Figure 1. Cell placement.
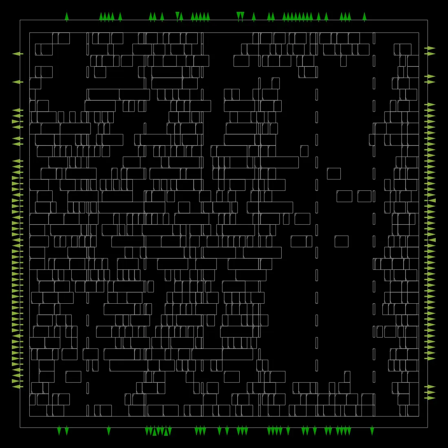
Figure 2. Routed metal per tile.
Drawn at 4 px/um. 20 x 20 tiles, from dark blue (low) to red (high), scaled to the fullest tile. Values are wire area over tile area, all layers added.
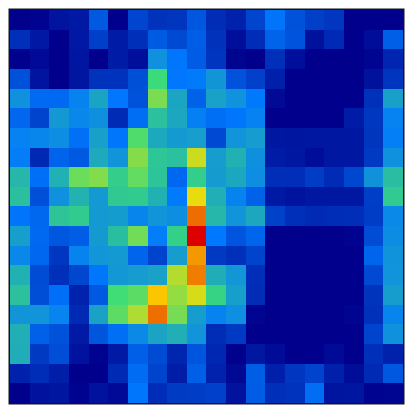
Figure 3. Wires at chosen ports, followed through buffers.
Drawn at 4 px/um.
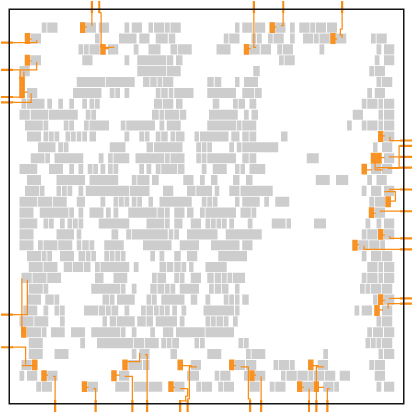
Figure 4. Where the registers sit.
Drawn at 6 px/um. Other sequential cells in the stronger grey, the rest of the logic in the fainter grey.
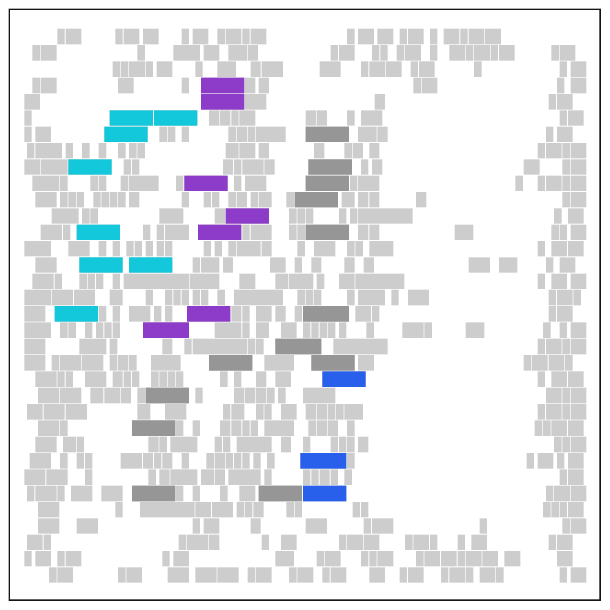
==> config.mk <==
export PLATFORM = sky130hd
export DESIGN_NAME = snn_upsample2d_flat
export DESIGN_NICKNAME = d
export VERILOG_FILES = /design/src/rtl/snn_upsample2d_if.sv /design/src/rtl/snn_upsample2d.sv /design/src/flat_wrapper.sv
export SDC_FILE = /design/constraint.sdc
export NUM_CORES = 1
export LEC_CHECK = 0
export ABC_AREA = 1
export CAP_MARGIN = 15
export CORE_MARGIN = 2
export CORE_UTILIZATION = 30
export CTS_BUF_LIST = sky130_fd_sc_hd__clkbuf_8
export CTS_CLUSTER_SIZE = 14
export DETAILED_ROUTE_END_ITERATION = 7
export GPL_TIMING_DRIVEN = 0
export PLACE_DENSITY_LB_ADDON = 0.3
export SYNTH_ARGS = -nofsm -noshare
export SYNTH_HDL_FRONTEND = slang
export SYNTH_SLANG_ARGS = --single-unit
==> constraint.sdc <==
create_clock -name clk -period 2.4 [get_ports clk]
set_clock_uncertainty 0.05 [all_clocks]
set_input_delay 0.48 -clock clk [delete_from_list [all_inputs] [get_ports clk]]
set_output_delay 0.48 -clock clk [all_outputs]
set_load 0.01 [all_outputs]
==> results.yml <==
# physical design summary
outcome:
  outcome: "finished, violations left"
  violations: "negative setup slack"
synth:
  simple_gate_share_pct: 27.2
  ys.flops: 31
  ys_sh_aoi_pct: 5.77
  synthAdderAreaFrac_pct: 4.79
  synthCells: 409
  yosysWarnings: 0
  syn_area_per_cell_um2: 6.52
  yosys_cells: 409
  ff_type: "dfxtp_1"
  topCombFamilyByArea: "buffers and inverters"
  top_cells_by_count: "104 x buf_4, 77 x nand2_1, 56 x nor2_1, 51 x inv_1, 31 x dfxtp_1"
  topCellsByArea: "buf_4 29%, dfxtp_1 23%, nand2_1 11%"
  synthArstFlopShare_pct: 0
  ys_sh_mux_pct: 0
  yosys-stat-area_um2: 2670
  yosysTopAreaCellShare_pct: 29.3
  seq_area_frac_synth_pct: 23.3
  yosysMostFrequentCell: "buf_4"
  edf_count: 0
  syn_area_um2: 2670
  ys_sh_xor_pct: 0.329
  largest_area_cell: "buf_4"
  synth_cell_types: 25
place:
  post-place-ws_ns: -0.430
  gp_congestion: 0.779
  dp_hpwl_um: 5200
clock_tree:
  cts_buffer_depth: 2
  clockRootBuffer: "clkbuf_8"
  cts_tree: "done"
  post_cts_hold_buffer_count: 0
  path_clk_slew_ns: 0.06
  clkSinkCount: 31
  post_cts_resized: 45
  cts_made_buffers: 5
  clk_latency_ns: 0.28
  post_cts_buffers: 2
  cts_max_level: 2
finish:
  final_cell_mix: "112 x buf_4, 103 x conb_1, 77 x nand2_1"
  fillCellCount: 880
  logic_gate_count: 316
  clkCellAreaFrac_pct: 2.82
  comb_share_pct: 36.3
  area_growth_pct: 56.5
  seq_area_um2: 626
  diodes: 0
  nNonClkInverters: 51
  post_route_cells_drive_above_1_share_pct: 28.5
  combGateArea_um2: 1510
  clkbuf_count: 6
  bufAreaShareNonClock_pct: 37.9
  largest_reg_flops: 8
  dominant_cells: "buffers"
  lay_top_count: "buf_4"
  buffers: 187
  nNetsFinal: 639
power:
  power.internal_mw: 1.04
  power-top-group: "the clock network"
  pwr-share-clk_pct: 38.3
  p_seq_share_pct: 37.3
  p_leak_nw: 2.45
  pwr_density_cell_nw_per_um2: 334
  clk-power_mw: 0.533
  p_comb_mw: 0.340
  power_frac_comb_pct: 24.4
  ir_drop_mv: 0.317
  switching_power_mw: 0.356
  p_sw_share_pct: 25.6
  power_mw: 1.39
timing:
  worst_slew_pin_slew_ns: 0.581
  worst_slack_ns: -0.0136
  slew_headroom_pct: 61.3
  fmax_ghz: 0.414
  rsz0062_at_grt: "true"
  finalClockPeriodUsage_pct: 101
  period_needed_ns: 2.41
  drv_slew: 0
  final_hold_viol_count: 0
  finalSetupViolCount: 1
grt:
  grt_max_degree: 15
  antenna_found_initial: 0
  grt_remaining_overflow: 0
  grt_pass1_vias: 2225
  busiest_layer: "met2"
  grtUsageMet3_pct: 3.58
  use_met2_pct: 22.0
  met1_usage_pct: 13.8
  grt_pass1_wl_um: 9870
worst_setup_path:
  crit_arrival_ns: 1.88
  reg2reg_depth: 10
  endpoint_kind: "primary output"
  worstSetupPathType: "flip-flop to primary output"
  critical_path.top_delay_family: "adder cells"
  crit_chain: "ha_4 -> inv_4 -> fa_2 -> nor2_4 -> nand3_2 -> inv_2 -> a21oi_2 -> nor3_2 -> buf_2"
  r2r_slack_ns: 0.53
  startpoint_type: "flip-flop"
  crit_path_top_delay_cell: "fa_2"
  crit_required_ns: 1.87
  path_buffers: 3
  worst-path-max-fanout: 3
  worst-path-stages: 9
route:
  routed.top_layer: "met4"
  via_per_inst: 3.81
  antenna_left: 0
  wl_met3_um: 604
  met2_length_um: 3130
  drc: 0
  first_pass_iters: 4
  drt_iter0_markers: 67
die:
  die_area_um2: 9650
  dieWidth_um: 98.3
  well_tap_count: 108
  fp_util_pct: 30.7
  die_h_um: 98.3
job:
  maxCapViolations: 0
  warnings: 30
worst_hold_path:
  min_path_cells: 2
  min_path_type: "flip-flop to flip-flop"
-- Figure 1 (at the start) --
core area: 8680 um2
final std cells w/o fill: 701
Seq cells: 31
post-layout util: 48.1%
cell row count: 34

-- Figure 2 (at the start) --
densest ninth of the die: centre
mean over tiles: 0.12
nearly empty tiles: 19%
routed via count: 2668
gr usage total: 12.4%
final WL: 6610 um
Wirelength per Cell: 9.42 um

-- Figure 3 (at the start) --
[orange] output_spike_count | bits: 32 | direction: output | edge: 11 bottom, 10 right, 6 left, 5 top | end cells: 32 | buffers: 32 | wire: 280 um
number of I/O pins: 170
PortBufs: 66

-- Figure 4 (at the start) --
[blue] u_core.dx_q | placed flops: 3
[purple] u_core.y_q | placed flops: 7
[cyan] u_core.ch_q | placed flops: 8
sequential cell area share: 15.0%
Seq power: 0.519 mW

[cell families after synthesis]
family | after synthesis
and+or+nand+nor | 174
adders and majority gates | 9
other | 1
DFF | 31
AOI/OAI and AO/OA | 29
xor gates and xnor gates | 1
buffers and inverters | 164
[stage by stage]
step / util (%) / setup TNS, ns / std cells / hold WS, ns / instance area, um2
after detailed placement: 44.3 / -4.94 / 685 / 0.379 / 3840
final: 48.1 / -0.0136 / 701 / 0.389 / 4170
after global placement: 44.3 / -5.06 / 685 / 0.378 / 3840
after global routing: 48.1 / -0.243 / 701 / 0.409 / 4170
after floorplan: - / 0 / 511 / 0.368 / 3050
after CTS: 46.2 / -0.0484 / 694 / 0.390 / 4010
[worst min-delay path, cell delays in order, from the launching register on]
cell and delay (ns):
dfxtp_1 0.31, nand2_1 0.06, nor2_1 0.03
Power and IR drop assume default switching activity.
